### config.mk
export PLATFORM = sky130hd
export DESIGN_NAME = fpu_op_sequencer
export DESIGN_NICKNAME = d
export VERILOG_FILES = /design/src/rtl/fpu_seq_pkg.sv /design/src/rtl/fpu_result_select.sv /design/src/rtl/fpu_op_sequencer.sv
export SDC_FILE = /design/constraint.sdc
export NUM_CORES = 1
export LEC_CHECK = 0
export CAP_MARGIN = 20
export CORE_MARGIN = 1.5
export CORE_UTILIZATION = 35
export CTS_BUF_LIST = sky130_fd_sc_hd__clkbuf_4
export CTS_CLUSTER_SIZE = 14
export DETAILED_ROUTE_END_ITERATION = 16
export PLACE_DENSITY = 0.77
export REMOVE_ABC_BUFFERS = 1
export SYNTH_ARGS = -nofsm -noshare
export SYNTH_HDL_FRONTEND = slang
export SYNTH_HIERARCHICAL = 1
export SYNTH_SLANG_ARGS = --single-unit
### constraint.sdc
create_clock -name clk -period 4.62 [get_ports clk]
set_clock_uncertainty 0.1 [all_clocks]
set_input_delay 0.924 -clock clk [delete_from_list [all_inputs] [get_ports clk]]
set_output_delay 0.924 -clock clk [all_outputs]
set_load 0.01 [all_outputs]
### src/rtl/fpu_seq_pkg.sv
// Shared types and helpers for the FPU operation sequencer.
package fpu_seq_pkg;

  typedef enum logic [1:0] {
    ADD = 2'b00,
    SUB = 2'b01,
    MUL = 2'b10,
    DIV = 2'b11
  } fpu_op_e;

  typedef enum logic [1:0] {
    IDLE = 2'd0,
    EXEC = 2'd1,
    DONE = 2'd2
  } seq_state_e;

  localparam logic [31:0] FP_POS_INF = 32'h7F80_0000;

  // Cycles allowed for the unit path selected by op.
  function automatic int unsigned lat_of(input fpu_op_e op,
                                         input int unsigned add_lat,
                                         input int unsigned sub_lat,
                                         input int unsigned mul_lat,
                                         input int unsigned div_lat);
    unique case (op)
      ADD:     return add_lat;
      SUB:     return sub_lat;
      MUL:     return mul_lat;
      default: return div_lat;
    endcase
  endfunction

endpackage

### src/rtl/fpu_result_select.sv
// Result mux over the four shared FP units plus divide-by-zero detect.
module fpu_result_select
  import fpu_seq_pkg::*;
(
  input  fpu_op_e     op,
  input  logic [31:0] add_res,
  input  logic [31:0] sub_res,
  input  logic [31:0] mul_res,
  input  logic [31:0] div_res,
  input  logic [30:0] b_mag,
  output logic [31:0] result,
  output logic        dz
);

  // Pick the unit output for the latched op; values pass through untouched.
  always_comb begin
    result = '0;
    unique case (op)
      ADD:     result = add_res;
      SUB:     result = sub_res;
      MUL:     result = mul_res;
      default: result = div_res;
    endcase
  end

  // Magnitude-only compare so both +0 and -0 divisors flag.
  assign dz = (op == DIV) && (b_mag == '0);

endmodule

### src/rtl/fpu_op_sequencer.sv
// Single-issue sequencer sharing the combinational FP units with one requester.
module fpu_op_sequencer
  import fpu_seq_pkg::*;
#(
  parameter int unsigned ADD_LAT = 1,
  parameter int unsigned SUB_LAT = 1,
  parameter int unsigned MUL_LAT = 2,
  parameter int unsigned DIV_LAT = 4,
  parameter int unsigned TAG_W   = 4
) (
  input  logic             clk,
  input  logic             reset,
  input  logic             req_valid,
  output logic             req_ready,
  input  logic [1:0]       req_op,
  input  logic [31:0]      req_a,
  input  logic [31:0]      req_b,
  input  logic [TAG_W-1:0] req_tag,
  output logic [31:0]      unit_a,
  output logic [31:0]      unit_b,
  input  logic [31:0]      add_res,
  input  logic [31:0]      sub_res,
  input  logic [31:0]      mul_res,
  input  logic [31:0]      div_res,
  output logic             resp_valid,
  input  logic             resp_ready,
  output logic [31:0]      resp_result,
  output logic [TAG_W-1:0] resp_tag,
  output logic             resp_dz,
  output logic             busy
);

  localparam int unsigned MAX_AS  = (ADD_LAT > SUB_LAT) ? ADD_LAT : SUB_LAT;
  localparam int unsigned MAX_MD  = (MUL_LAT > DIV_LAT) ? MUL_LAT : DIV_LAT;
  localparam int unsigned MAX_LAT = (MAX_AS > MAX_MD) ? MAX_AS : MAX_MD;
  // Counter only ever holds LAT-1, so clog2(MAX_LAT) bits suffice.
  localparam int unsigned CNT_W   = (MAX_LAT > 1) ? $clog2(MAX_LAT) : 1;

  seq_state_e       state;
  fpu_op_e          op_q;
  logic [TAG_W-1:0] tag_q;
  logic [CNT_W-1:0] cnt;
  logic [31:0]      sel_res;
  logic             sel_dz;

  assign req_ready  = (state == IDLE);
  assign resp_valid = (state == DONE);
  assign busy       = (state != IDLE);

  fpu_result_select u_sel (
    .op      (op_q),
    .add_res (add_res),
    .sub_res (sub_res),
    .mul_res (mul_res),
    .div_res (div_res),
    .b_mag   (unit_b[30:0]),
    .result  (sel_res),
    .dz      (sel_dz)
  );

  // FSM, latency counter, operand and response registers.
  always_ff @(posedge clk or posedge reset) begin
    if (reset) begin
      state       <= IDLE;
      op_q        <= ADD;
      tag_q       <= '0;
      cnt         <= '0;
      unit_a      <= '0;
      unit_b      <= '0;
      resp_result <= '0;
      resp_tag    <= '0;
      resp_dz     <= 1'b0;
    end else begin
      unique case (state)
        IDLE: begin
          if (req_valid) begin
            op_q   <= fpu_op_e'(req_op);
            tag_q  <= req_tag;
            unit_a <= req_a;
            unit_b <= req_b;
            cnt    <= CNT_W'(lat_of(fpu_op_e'(req_op), ADD_LAT, SUB_LAT,
                                    MUL_LAT, DIV_LAT) - 1);
            state  <= EXEC;
          end
        end
        EXEC: begin
          if (cnt != '0) begin
            cnt <= cnt - CNT_W'(1);
          end else begin
            resp_result <= sel_res;
            resp_tag    <= tag_q;
            resp_dz     <= sel_dz;
            state       <= DONE;
          end
        end
        DONE: begin
          // No accept here: req_ready only rises once back in IDLE.
          if (resp_ready) state <= IDLE;
        end
        default: state <= IDLE;
      endcase
    end
  end

endmodule

m1.png
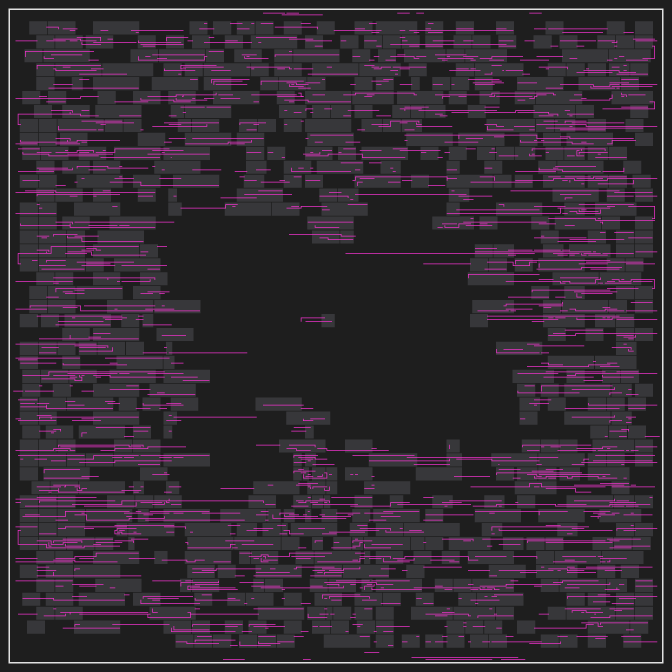
main direction = horizontal
nets with wire on the layer = 692
share of all routed wire = 41%
wire length on this layer = 6,250 µm
longest straight run = 36.8 µm

m2.png
The bar under the picture is 50 µm long.
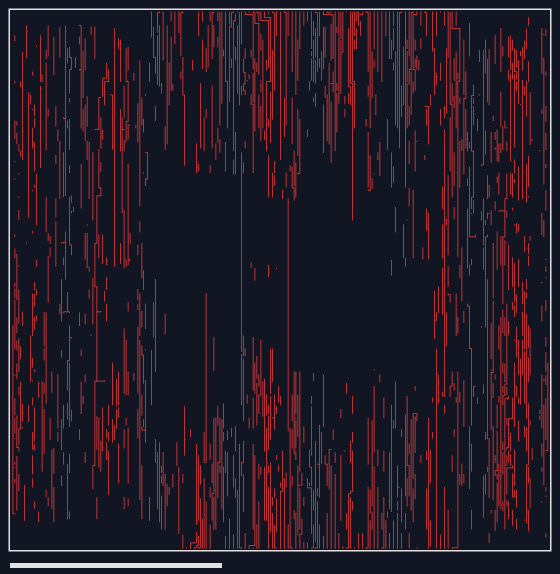
share of all routed wire = 50%
main direction = vertical
wire length on this layer = 7,610 µm

m3.png
The bar under the picture is 50 µm long.
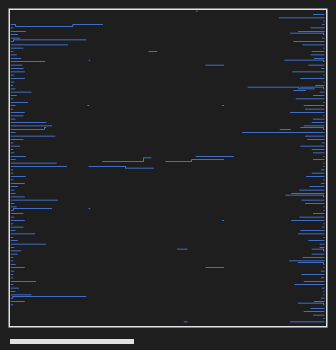
nets with wire on the layer = 182
longest straight run = 32.9 µm
main direction = horizontal
wire length on this layer = 1,190 µm
share of all routed wire = 7.8%

clock_nets.png
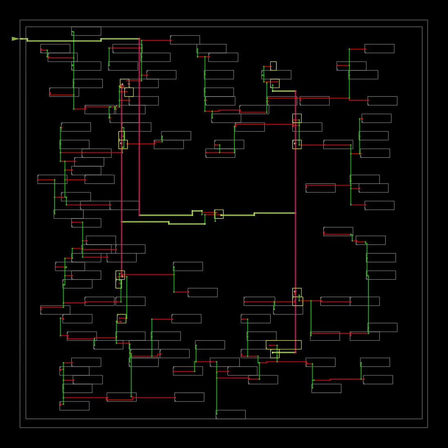
Worst-Skew Late Latency: 0.47 ns
clk sinks: 111

==> impl_metrics.toml <==
# implementation run metrics
[outcome]
outcome = "complete, no violations"

[cells_and_area]
flops = 111
clk_share = 0.0156
fin_util = 0.576
num-fill-cells = 1207
nClkBuffers = 10
comb_area_frac = 0.275

[clocking]
cts_hold_buf = 0
cts_buffer_depth = 2
cts_setup_buffers = 0

[job]
tool_warnings = 25

[synthesis]
yosysCellCount = 305
top_area_cell = "dfrtp_1"
ys_area_mm2 = 0.00540

[power_and_ir_drop]
peakVddDrop_mv = 0.295
intPower_w = 0.00359
seq_power_w = 0.00184
p_sw_frac = 0.322
p_per_area_mw_per_mm2 = 608

[grt]
grt_usage = 0.192
use_met3 = 0.0540

[worst_setup_path]
r2r_end = "resp_result[14]$_DFFE_PP0P_"
critPathCaptureType = "output port"
rr_startpoint = "state[1]$_DFFE_PP0P_"
path_class = "flip-flop to output port"
start_kind = "flip-flop"
endpoint = "resp_valid"

[drt]
drtAntennaViolNets = 0
top_layer = "met4"

[hold_path]
hold_depth = 1

[floorplanning]
n_tap_cell = 188
## stage by stage
step / hold WS (ns) / worst slack, ns / cells / power, W
floorplan: 0.364 / 0.511 / 284 / 0.00345
global placement: 0.370 / 1.59 / 781 / 0.00477
detailed placement: 0.386 / 1.56 / 782 / 0.00485
CTS: 0.421 / 1.72 / 798 / 0.00536
global route: 0.438 / 1.63 / 801 / 0.00562
finish: 0.415 / 1.78 / 801 / 0.00530
## state kept, by name, indices dropped and copies added, names as in the netlist
| register | cells |
|---|---|
| cnt | 2 |
| op_q | 2 |
| resp_dz | 1 |
| resp_result | 32 |
| resp_tag | 4 |
| state | 2 |
| tag_q | 4 |
| unit_a | 32 |
| unit_b | 32 |
No activity file was given, so power comes from the tool's default toggle rates.
